Figure 1. Metal layers overlaid (run 1).
Scale: 8 px per µm. Two of the layers only.
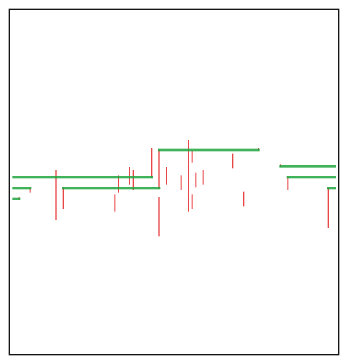
Figure 2. Clock network drawn from the DEF (run 1).
Scale: 8 px per µm.
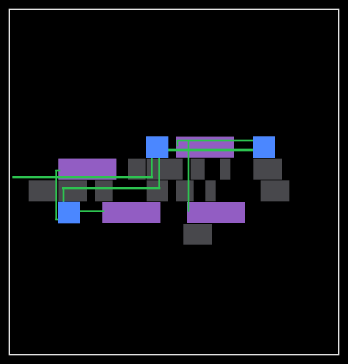
Figure 3. Cell classes on the final placement (run 1).
Scale: 12 px per µm. Fill, decap, tap and diode cells in gray.
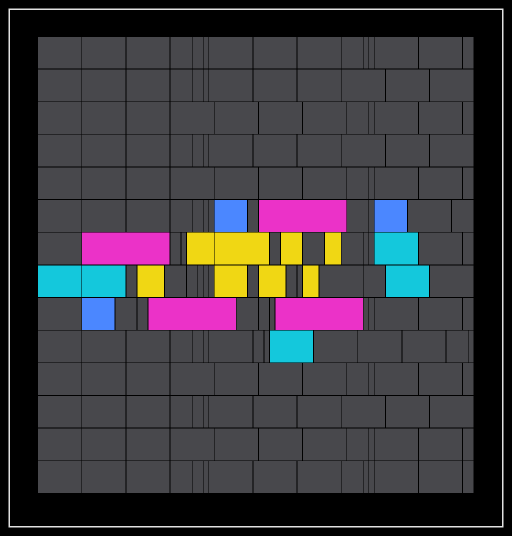
### src/rtl/rand_lfsr.sv
// Free-running maximal-length Fibonacci LFSR; `random` exposes the low state bits.
// The state register itself drives the output, so the output is registered with no extra latency.
module rand_lfsr #(
  parameter int LFSR_WIDTH = 4,
  parameter int OUT_WIDTH  = 4,
  parameter logic [LFSR_WIDTH-1:0] SEED = LFSR_WIDTH'(1)
) (
  input  logic                 clk,
  input  logic                 reset,
  output logic [OUT_WIDTH-1:0] random
);

  if ((LFSR_WIDTH < 3) || (LFSR_WIDTH > 32)) begin : g_bad_lfsr_width
    $error("rand_lfsr: LFSR_WIDTH must be in 3..32");
  end
  if ((OUT_WIDTH < 1) || (OUT_WIDTH > LFSR_WIDTH)) begin : g_bad_out_width
    $error("rand_lfsr: OUT_WIDTH must be in 1..LFSR_WIDTH");
  end

  // Maximal-length tap masks: bit (t-1) set for each 1-indexed tap t.
  function automatic logic [31:0] tap_mask(input logic [5:0] width);
    logic [31:0] m;
    m = 32'h0000_0000;
    case (width)
      6'd3:    m = 32'h0000_0006;
      6'd4:    m = 32'h0000_000C;
      6'd5:    m = 32'h0000_0014;
      6'd6:    m = 32'h0000_0030;
      6'd7:    m = 32'h0000_0060;
      6'd8:    m = 32'h0000_00B8;
      6'd9:    m = 32'h0000_0110;
      6'd10:   m = 32'h0000_0240;
      6'd11:   m = 32'h0000_0500;
      6'd12:   m = 32'h0000_0829;
      6'd13:   m = 32'h0000_100D;
      6'd14:   m = 32'h0000_2015;
      6'd15:   m = 32'h0000_6000;
      6'd16:   m = 32'h0000_D008;
      6'd17:   m = 32'h0001_2000;
      6'd18:   m = 32'h0002_0400;
      6'd19:   m = 32'h0004_0023;
      6'd20:   m = 32'h0009_0000;
      6'd21:   m = 32'h0014_0000;
      6'd22:   m = 32'h0030_0000;
      6'd23:   m = 32'h0042_0000;
      6'd24:   m = 32'h00E1_0000;
      6'd25:   m = 32'h0120_0000;
      6'd26:   m = 32'h0200_0023;
      6'd27:   m = 32'h0400_0013;
      6'd28:   m = 32'h0900_0000;
      6'd29:   m = 32'h1400_0000;
      6'd30:   m = 32'h2000_0029;
      6'd31:   m = 32'h4800_0000;
      6'd32:   m = 32'h8020_0003;
      default: m = 32'h0000_0000;
    endcase
    return m;
  endfunction

  localparam logic [LFSR_WIDTH-1:0] TAP_MASK = LFSR_WIDTH'(tap_mask(6'(LFSR_WIDTH)));
  localparam logic [LFSR_WIDTH-1:0] ZERO     = {LFSR_WIDTH{1'b0}};
  localparam logic [LFSR_WIDTH-1:0] ONE      = LFSR_WIDTH'(1);
  // A zero seed would lock the register, so it is replaced by one.
  localparam logic [LFSR_WIDTH-1:0] SEED_EFF = (SEED == ZERO) ? ONE : SEED;

  logic [LFSR_WIDTH-1:0] state_r;
  logic [LFSR_WIDTH-1:0] step_s;
  logic                  fb_s;

  // Next value when not in reset; the all-zero state recovers to one.
  always_comb begin
    step_s = state_r;
    fb_s   = ^(state_r & TAP_MASK);
    if (state_r == ZERO) begin
      step_s = ONE;
    end else begin
      step_s = {state_r[LFSR_WIDTH-2:0], fb_s};
    end
  end

  // State register with synchronous seed reload.
  always_ff @(posedge clk) begin
    if (reset) begin
      state_r <= SEED_EFF;
    end else begin
      state_r <= step_s;
    end
  end

  assign random = state_r[OUT_WIDTH-1:0];

endmodule

### config.mk
export PLATFORM = sky130hd
export DESIGN_NAME = rand_lfsr
export DESIGN_NICKNAME = d
export VERILOG_FILES = /design/src/rtl/rand_lfsr.sv
export SDC_FILE = /design/constraint.sdc
export NUM_CORES = 1
export LEC_CHECK = 0
export CAP_MARGIN = 20
export CORE_AREA = 2 2 39 41
export DETAILED_ROUTE_END_ITERATION = 10
export DIE_AREA = 0 0 41 43
export HOLD_SLACK_MARGIN = 0.06
export MAX_ROUTING_LAYER = met4
export PLACE_DENSITY_LB_ADDON = 0.25
export SYNTH_ARGS = -nofsm -noshare
export SYNTH_HDL_FRONTEND = slang
export SYNTH_SLANG_ARGS = --single-unit
### constraint.sdc
create_clock -name clk -period 1.9 [get_ports clk]
set_input_delay 0.38 -clock clk [delete_from_list [all_inputs] [get_ports clk]]
set_output_delay 0.38 -clock clk [all_outputs]
set_load 0.05 [all_outputs]
==> impl_metrics.toml <==
# yosys + openroad results
[power_and_ir_drop]
clock_power_share_pct = 42.3
seq_power_share_pct = 37.7
p_comb_share_pct = 20.0
swShare_pct = 28.6
powerSeq_w = 0.0000954
leakage_nw = 0.0845
power_clock_w = 0.000107

[cts]
cts_setup_buffers = 0
cts_hold_buf = 0
cts_tree = "yes"
root_buffer = "clkbuf_4"

[drt]
avgRoutedWirePerCell_um = 6.75
vias_per_cell = 2.92
vias = 105
drt-met1-wl_um = 125
met3_length_um = 57

[synthesis]
postSynthSeqShare_pct = 61.0
yosys.area.top_type = "dfxtp_1"
ys_warn_count = 0
ys_chip_area_um2 = 131
syn_nets = 15
syn-cell-area_um2 = 131
synthSimpleGateAreaFrac_pct = 23.8
ys_cells = 12
adder_share_pct = 9.52
top_area_share_pct = 61.0
synth.logic.top_family = "simple AND/OR/NAND/NOR gates"

[timing]
worst_pin_slew_ns = 0.510
fmax_mhz = 567
finalSetupTns_ns = 0
rsz0062_at_grt = "no"
skew_ns = 0.00425
setup_ws_ns = 0.136

[floorplanning]
core_um2 = 1380
chipArea_um2 = 1760
die_w_um = 41
placementRows = 14
dieHeight_um = 43
ios = 6

[global_route]
met3_usage_pct = 9.42
grt_max_degree = 5
grt_usage_pct = 5.04

[critical_path]
end_kind = "output pin"
reg2reg_from = "random[2]$_SDFF_PP0_"
worstSetupStartpointType = "register"
rr_endpoint = "random[0]$_SDFF_PP1_"
crit_chain = "clkdlybuf4s50_1"
critical_path_class = "register to output pin"
r2r_cells = 4

[flow_run]
drv_cap = 0

[worst_hold_path]
worst_hold_path_type = "register to register"

[finish]
layout-drive-gt1-share_pct = 15.0
largestClassByArea = "registers"
comb_area_share_pct = 19.6
nets = 25
seq-cell-share_pct = 35.8
layout_top_cell = "clkdlybuf4s50_1"
comb_cells = 6
nClkBuffers = 3
largest_register_ffs = 4
buf_share_pct = 22.3

[outcome]
status = "complete, no violations"

[placed_design]
place_ws_ns = 0.375
numPortBuffers = 5
dpl.cell_count = 33
-- Figure 1 (at the start) --
[red] M2 | wire length: 60.2 µm
[green] M3 | wire length: 57.9 µm

-- Figure 2 (at the start) --
[purple] flip-flops | count: 4
[blue] clock-net drivers | count: 3
[green] clock wires | length: 84.9 µm
flops lie: center
routed clock nets: 4

-- Figure 3 (at the start) --
[cyan] remaining buffers and delay cells | cells: 5 | share of their area: 25%
[magenta] registers | cells: 4 | share of their area: 39%
[yellow] remaining logic cells | cells: 8 | share of their area: 25%
[blue] clock-net drivers | cells: 3 | share of their area: 11%

-- run 1: per-stage QoR --
stage,hold WS [ns],power [W],utilization [%]
final,0.464,0.000253,16.2
after global routing,0.494,0.000270,16.2
after CTS,0.473,0.000259,16.2
after detailed placement,0.466,0.000148,14.6
after global placement,0.461,0.000147,14.6
after floorplan,0.452,0.000129,-
-- run 1: how the worst max path moves through the flow --
stage                            to  slack, ns  depth (start not counted)
5_1_grt                   random[0]       0.07                          1
4_1_cts                   random[1]       0.12                          1
2_1_floorplan  random[0]$_SDFF_PP1_       0.42                          4
6_report                  random[0]       0.14                          1
3_5_place_dp              random[1]       0.37                          1
3_3_place_gp              random[0]       0.39                          1
-- run 1: synth_stat cells --
cell type  n
or3_1      1
ha_1       1
nor3_1     1
nor2b_1    2
inv_1      2
dfxtp_1    4
nor3b_1    1
Power figures rest on the tool's default switching activity, not on a simulated workload.
